===== src/rtl/expansion_mix_pipe.sv =====
// Parametrised DES-style E-box expansion with optional round-key XOR,
// registered through PIPE valid/ready stages with a sideband tag.
module expansion_mix_pipe #(
   parameter int IN_W  = 32,
   parameter int GRP   = 4,
   parameter int PIPE  = 2,
   parameter int TAG_W = 4,
   localparam int OUT_W = (IN_W / GRP) * (GRP + 2)
) (
   input  logic             clk,
   input  logic             rst,
   input  logic             in_valid,
   output logic             in_ready,
   input  logic [IN_W-1:0]  in_data,
   input  logic [OUT_W-1:0] in_key,
   input  logic             in_mode,
   input  logic [TAG_W-1:0] in_tag,
   output logic             out_valid,
   input  logic             out_ready,
   output logic [OUT_W-1:0] out_data,
   output logic [TAG_W-1:0] out_tag
);

   localparam int NG = IN_W / GRP;

   if ((IN_W % GRP) != 0 || PIPE < 1) begin : g_bad_cfg
      $fatal(1, "expansion_mix_pipe: IN_W must be a multiple of GRP and PIPE >= 1");
   end

   logic [OUT_W-1:0] w_exp;
   logic [OUT_W-1:0] w_mix;
   logic [PIPE-1:0]  w_load;

   logic             r_vld  [PIPE];
   logic [OUT_W-1:0] r_data [PIPE];
   logic [TAG_W-1:0] r_tag  [PIPE];

   // Each group takes its GRP bits plus one neighbour on each side, wrapping
   for (genvar g = 0; g < NG; g++) begin : g_grp
      for (genvar k = 0; k < GRP + 2; k++) begin : g_bit
         assign w_exp[g*(GRP+2)+k] = in_data[(g*GRP + k - 1 + IN_W) % IN_W];
      end
   end

   assign w_mix = in_mode ? w_exp : (w_exp ^ in_key);

   // A stage loads if empty or if everything downstream makes room this cycle
   always_comb begin
      logic w_t;
      w_load = '0;
      w_t    = out_ready;
      for (int i = PIPE - 1; i >= 0; i--) begin
         w_t       = !r_vld[i] || w_t;
         w_load[i] = w_t;
      end
   end

   always_ff @(posedge clk or posedge rst) begin
      if (rst) begin
         for (int i = 0; i < PIPE; i++) begin
            r_vld[i]  <= 1'b0;
            r_data[i] <= '0;
            r_tag[i]  <= '0;
         end
      end else begin
         if (w_load[0]) begin
            r_vld[0] <= in_valid;
            if (in_valid) begin
               r_data[0] <= w_mix;
               r_tag[0]  <= in_tag;
            end
         end
         for (int i = 1; i < PIPE; i++) begin
            if (w_load[i]) begin
               r_vld[i] <= r_vld[i-1];
               if (r_vld[i-1]) begin
                  r_data[i] <= r_data[i-1];
                  r_tag[i]  <= r_tag[i-1];
               end
            end
         end
      end
   end

   assign in_ready  = w_load[0];
   assign out_valid = r_vld[PIPE-1];
   assign out_data  = r_data[PIPE-1];
   assign out_tag   = r_tag[PIPE-1];

endmodule


===== config.mk =====
export PLATFORM = sky130hd
export DESIGN_NAME = expansion_mix_pipe
export DESIGN_NICKNAME = d
export VERILOG_FILES = /design/src/rtl/expansion_mix_pipe.sv
export SDC_FILE = /design/constraint.sdc
export NUM_CORES = 1
export LEC_CHECK = 0
export CORE_AREA = 5 5 114 105
export CTS_CLUSTER_DIAMETER = 50
export CTS_CLUSTER_SIZE = 12
export DETAILED_ROUTE_END_ITERATION = 12
export DIE_AREA = 0 0 119 110
export MAX_ROUTING_LAYER = met4
export PLACE_DENSITY = 0.79
export SYNTH_ARGS = -nofsm -noshare
export SYNTH_HDL_FRONTEND = slang
export SYNTH_SLANG_ARGS = --single-unit
export TNS_END_PERCENT = 50

===== constraint.sdc =====
create_clock -name clk -period 10.09 [get_ports clk]
set_input_delay 3.027 -clock clk [delete_from_list [all_inputs] [get_ports clk]]
set_output_delay 3.027 -clock clk [all_outputs]
set_load 0.01 [all_outputs]

Figure 1. Signal wires by layer.
Drawn at 4 px/micron.
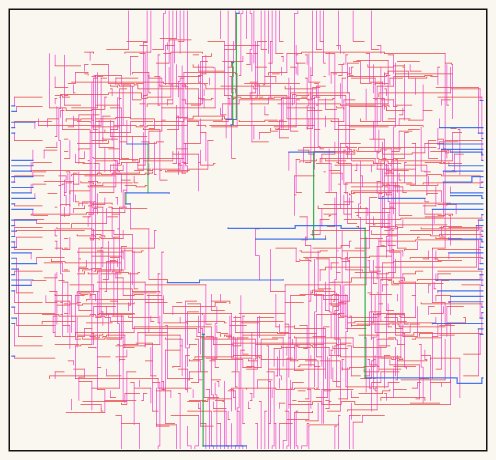
| layer | color | wire length |
|---|---|---|
| M1 | red | 4610 microns |
| M2 | magenta | 5220 microns |
| M3 | blue | 454 microns |
| M4 | green | 144 microns |

Figure 2. Register map, names as in the netlist.
Drawn at 4 px/micron. Other sequential cells in the stronger gray, the rest of the logic in the fainter gray.
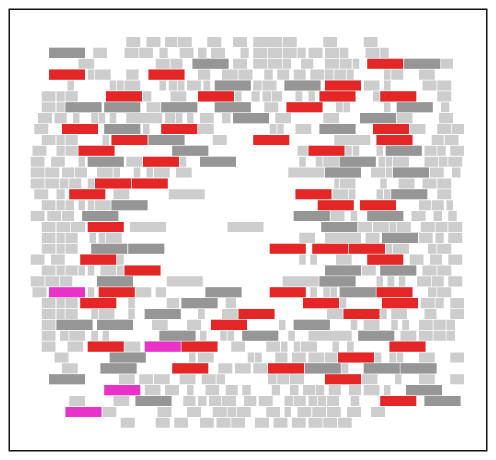
| name in the netlist | color | flops |
|---|---|---|
| r_data | red | 48 |
| out_tag | magenta | 4 |
Seq/total area: 41.3%
register area: 2650 sq um
final core occ: 60.4%
sequential power: 567 uW

Figure 3. Clock wiring as the flow saved it.
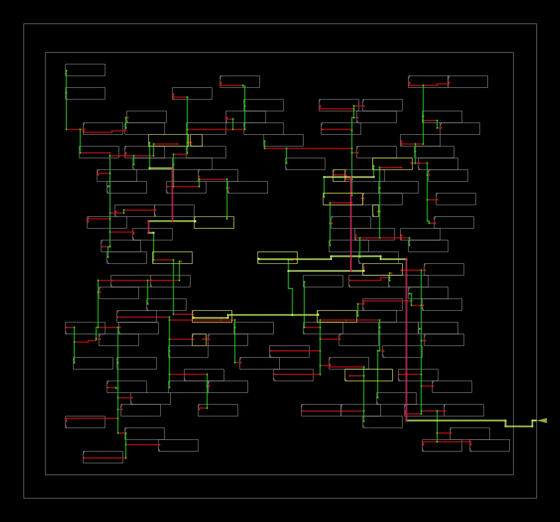
clk pwr: 335 uW
Worst Skew: 0.00783 ns
TritonCTS Sinks: 106

==> ci_impl_report.md <==
### Metrics collected by this job

| Metric | Value |
|---|---|
| Critical Path Max Stage Delay | `0.65 ns` |
| CP max FO | `51` |
| First-pass GRT wire length | `17500 microns` |
| Seq share, synth | `52.4%` |
| Final Slew Violations | `0` |
| Worst setup SP type | `input port` |
| Sw Pwr | `330 uW` |
| Fillers | `877` |
| Post-Syn Area | `5060 sq um` |
| CTS tree | `yes` |
| CP Class | `in -> out` |
| Rows | `36` |
| Worst setup EP type | `output pin` |
| Drt via density | `5.03` |
| Pleak | `2.44 nW` |
| Placed inst area | `6140 sq um` |
| Cell Type Count | `14` |
| Syn Inst Count | `439` |
| Synth warn | `0` |
| Logic pwr share | `27.6%` |
| Floorplan core density | `47.6%` |
| Setup Fix Bufs, Post-CTS | `0` |
| Log Warnings | `26` |
| Most used cell, CP | `clkdlybuf4s50_1` |
| Total Wirelength | `10400 microns` |
| Number of max-cap violations | `0` |
| Area share, top type | `52.4%` |
| Final setup vio count | `0` |
| Initial antenna violation count | `0` |
| Cts repair resizes | `0` |
| Root Buffer | `clkbuf_16` |
| Area grow syn2layout | `26.9%` |
| R2R setup slack | `7.64 ns` |
| Pwr Density | `194 nW/um^2` |
| Internal power | `916 uW` |
| Slew @ Worst Pin | `1.08 ns` |
| Grt ovf | `0` |
| Yosys stat area | `5060 sq um` |
| Data required, critical path | `7.06 ns` |
| Final nets | `605` |
| Crit-path cells | `clkdlybuf4s50_1, nand3b_4, clkdlybuf4s50_1` |
| GPL Wtd Cong | `0.734` |
| Highest Clock Rate | `130 MHz` |
| Rel. slew slack | `27.8%` |
| Seq pwr share | `45.5%` |
| DP Wirelength | `7240 microns` |
| Antenna Nets Post-Route | `0` |
| Maximum vdd drop | `93.5 uV` |
| Final hold vios | `0` |
| Clock Pin Slew Worst Setup and Hold Paths | `0.06 ns` |
| Ant. Diodes | `0` |
| Status | `completed` |
| Biggest area consumer among synthesized cells | `dfrtp_1` |
| Post-layout minimum cycle time | `7.72 ns` |
| DR WL/cell | `16.0 microns` |
| CP max-delay cell | `clkdlybuf4s50_1` |
| Net Sw Frac | `26.5%` |
| Final Cycle Share | `76.5%` |
| Average size of a mapped cell | `11.5 sq um` |
| Core area | `10600 sq um` |
| Hold buffers post-CTS | `0` |
| Number of buffers added on ports | `142` |
| CTS H-tree lvls | `3` |
| Yosys Instances | `439` |
| Clock share of power | `26.9%` |
| GRT Util Overall | `17.0%` |
| Die area | `13100 sq um` |
| Vias in the first global route | `3458` |
| Num ports | `143` |
## worst paths after layout
kind                              start            to  cells after the start
max                           out_ready      in_ready                      3
min                        out_data[40]  out_data[40]                      1
max reg2reg                   out_valid      r_tag[7]                      3
min reg2reg                out_data[40]  out_data[40]                      1
max in group asynchronous           rst  out_data[10]                      3
min in group asynchronous           rst   out_data[9]                      2
## layout by cell type (no fill, tap or decap)
master and instances:
nand2b_1 3, dfrtp_1 106, a21oi_1 96, nand2_2 1
inv_4 1, nor2b_1 48, clkbuf_1 1, xnor2_1 48
bufinv_16 1, clkinvlp_4 2, and2_2 1, buf_4 2
mux2_2 56, clkdlybuf4s50_1 140, buf_2 2, inv_6 1
nand3b_4 1, clkbuf_16 9
## registers in the layout, summed over array words and instances (netlist names)
register and cells:
out_valid 1, r_vld 1, out_data 48, r_tag 4, out_tag 4, r_data 48
## layer usage
layer	part of all wire, %	track usage (%)	vias to the layer above
met5	0	-	-
met4	1.4	4.80	0
met3	4.3	3.98	14
met2	50	27.5	92
met1	44	21.7	1606
li1	-	-	1568
## synth_stat cells (all sizes together)
library cell and instances:
dfrtp 106, nand2 1, nand2b 3, nor2b 48, inv 1, and2 1, xnor2 48, nand3b 1
a21oi 96, clkbuf 13, buf 65, mux2 56
## per-stage QoR
stage          power [mW]  hold WS, ns  setup WS, ns
5_1_grt              1.31        0.516          2.27
3_3_place_gp        0.909        0.486          2.38
4_1_cts              1.26        0.508          2.35
6_report             1.25        0.504          2.37
2_1_floorplan       0.807        0.477          3.60
3_5_place_dp        0.925        0.493          2.35
## final cells by class
| type | instances | area [sq um] | share of cell area, % |
|---|---|---|---|
| well taps | 133 | 166 | 2.59 |
| clock inverters | 4 | 53.8 | 0.838 |
| inverters | 1 | 6.26 | 0.0975 |
| clock buffers | 10 | 229 | 3.57 |
| repair buffers | 144 | 1430 | 22.2 |
| multi-input cells | 254 | 1880 | 29.4 |
| flip-flops and latches | 106 | 2650 | 41.3 |
## cells by family (layout without fill, tap and decap cells)
kind of cell,after synthesis,in the layout,synth area share [%]
xor+xnor,48,48,8.31
compound gates,96,96,9.50
buf+inv,79,159,10.4
mux,56,56,12.5
flops,106,106,52.4
simple gates,54,54,6.90
## power by group through the flow
stage	clock network (mW)	logic, mW	registers (mW)
floorplan	0	0.250	0.557
global placement	0	0.340	0.569
detailed placement	0	0.350	0.576
CTS	0.345	0.351	0.568
global route	0.361	0.372	0.578
finish	0.335	0.344	0.567
## worst max-delay path, delay by kind of cell
family | cells | cell delay, ns
and+or+nand+nor | 1 | 0.52
buffers and inverters | 2 | 1.13
Power figures rest on the tool's default switching activity, not on a simulated workload.
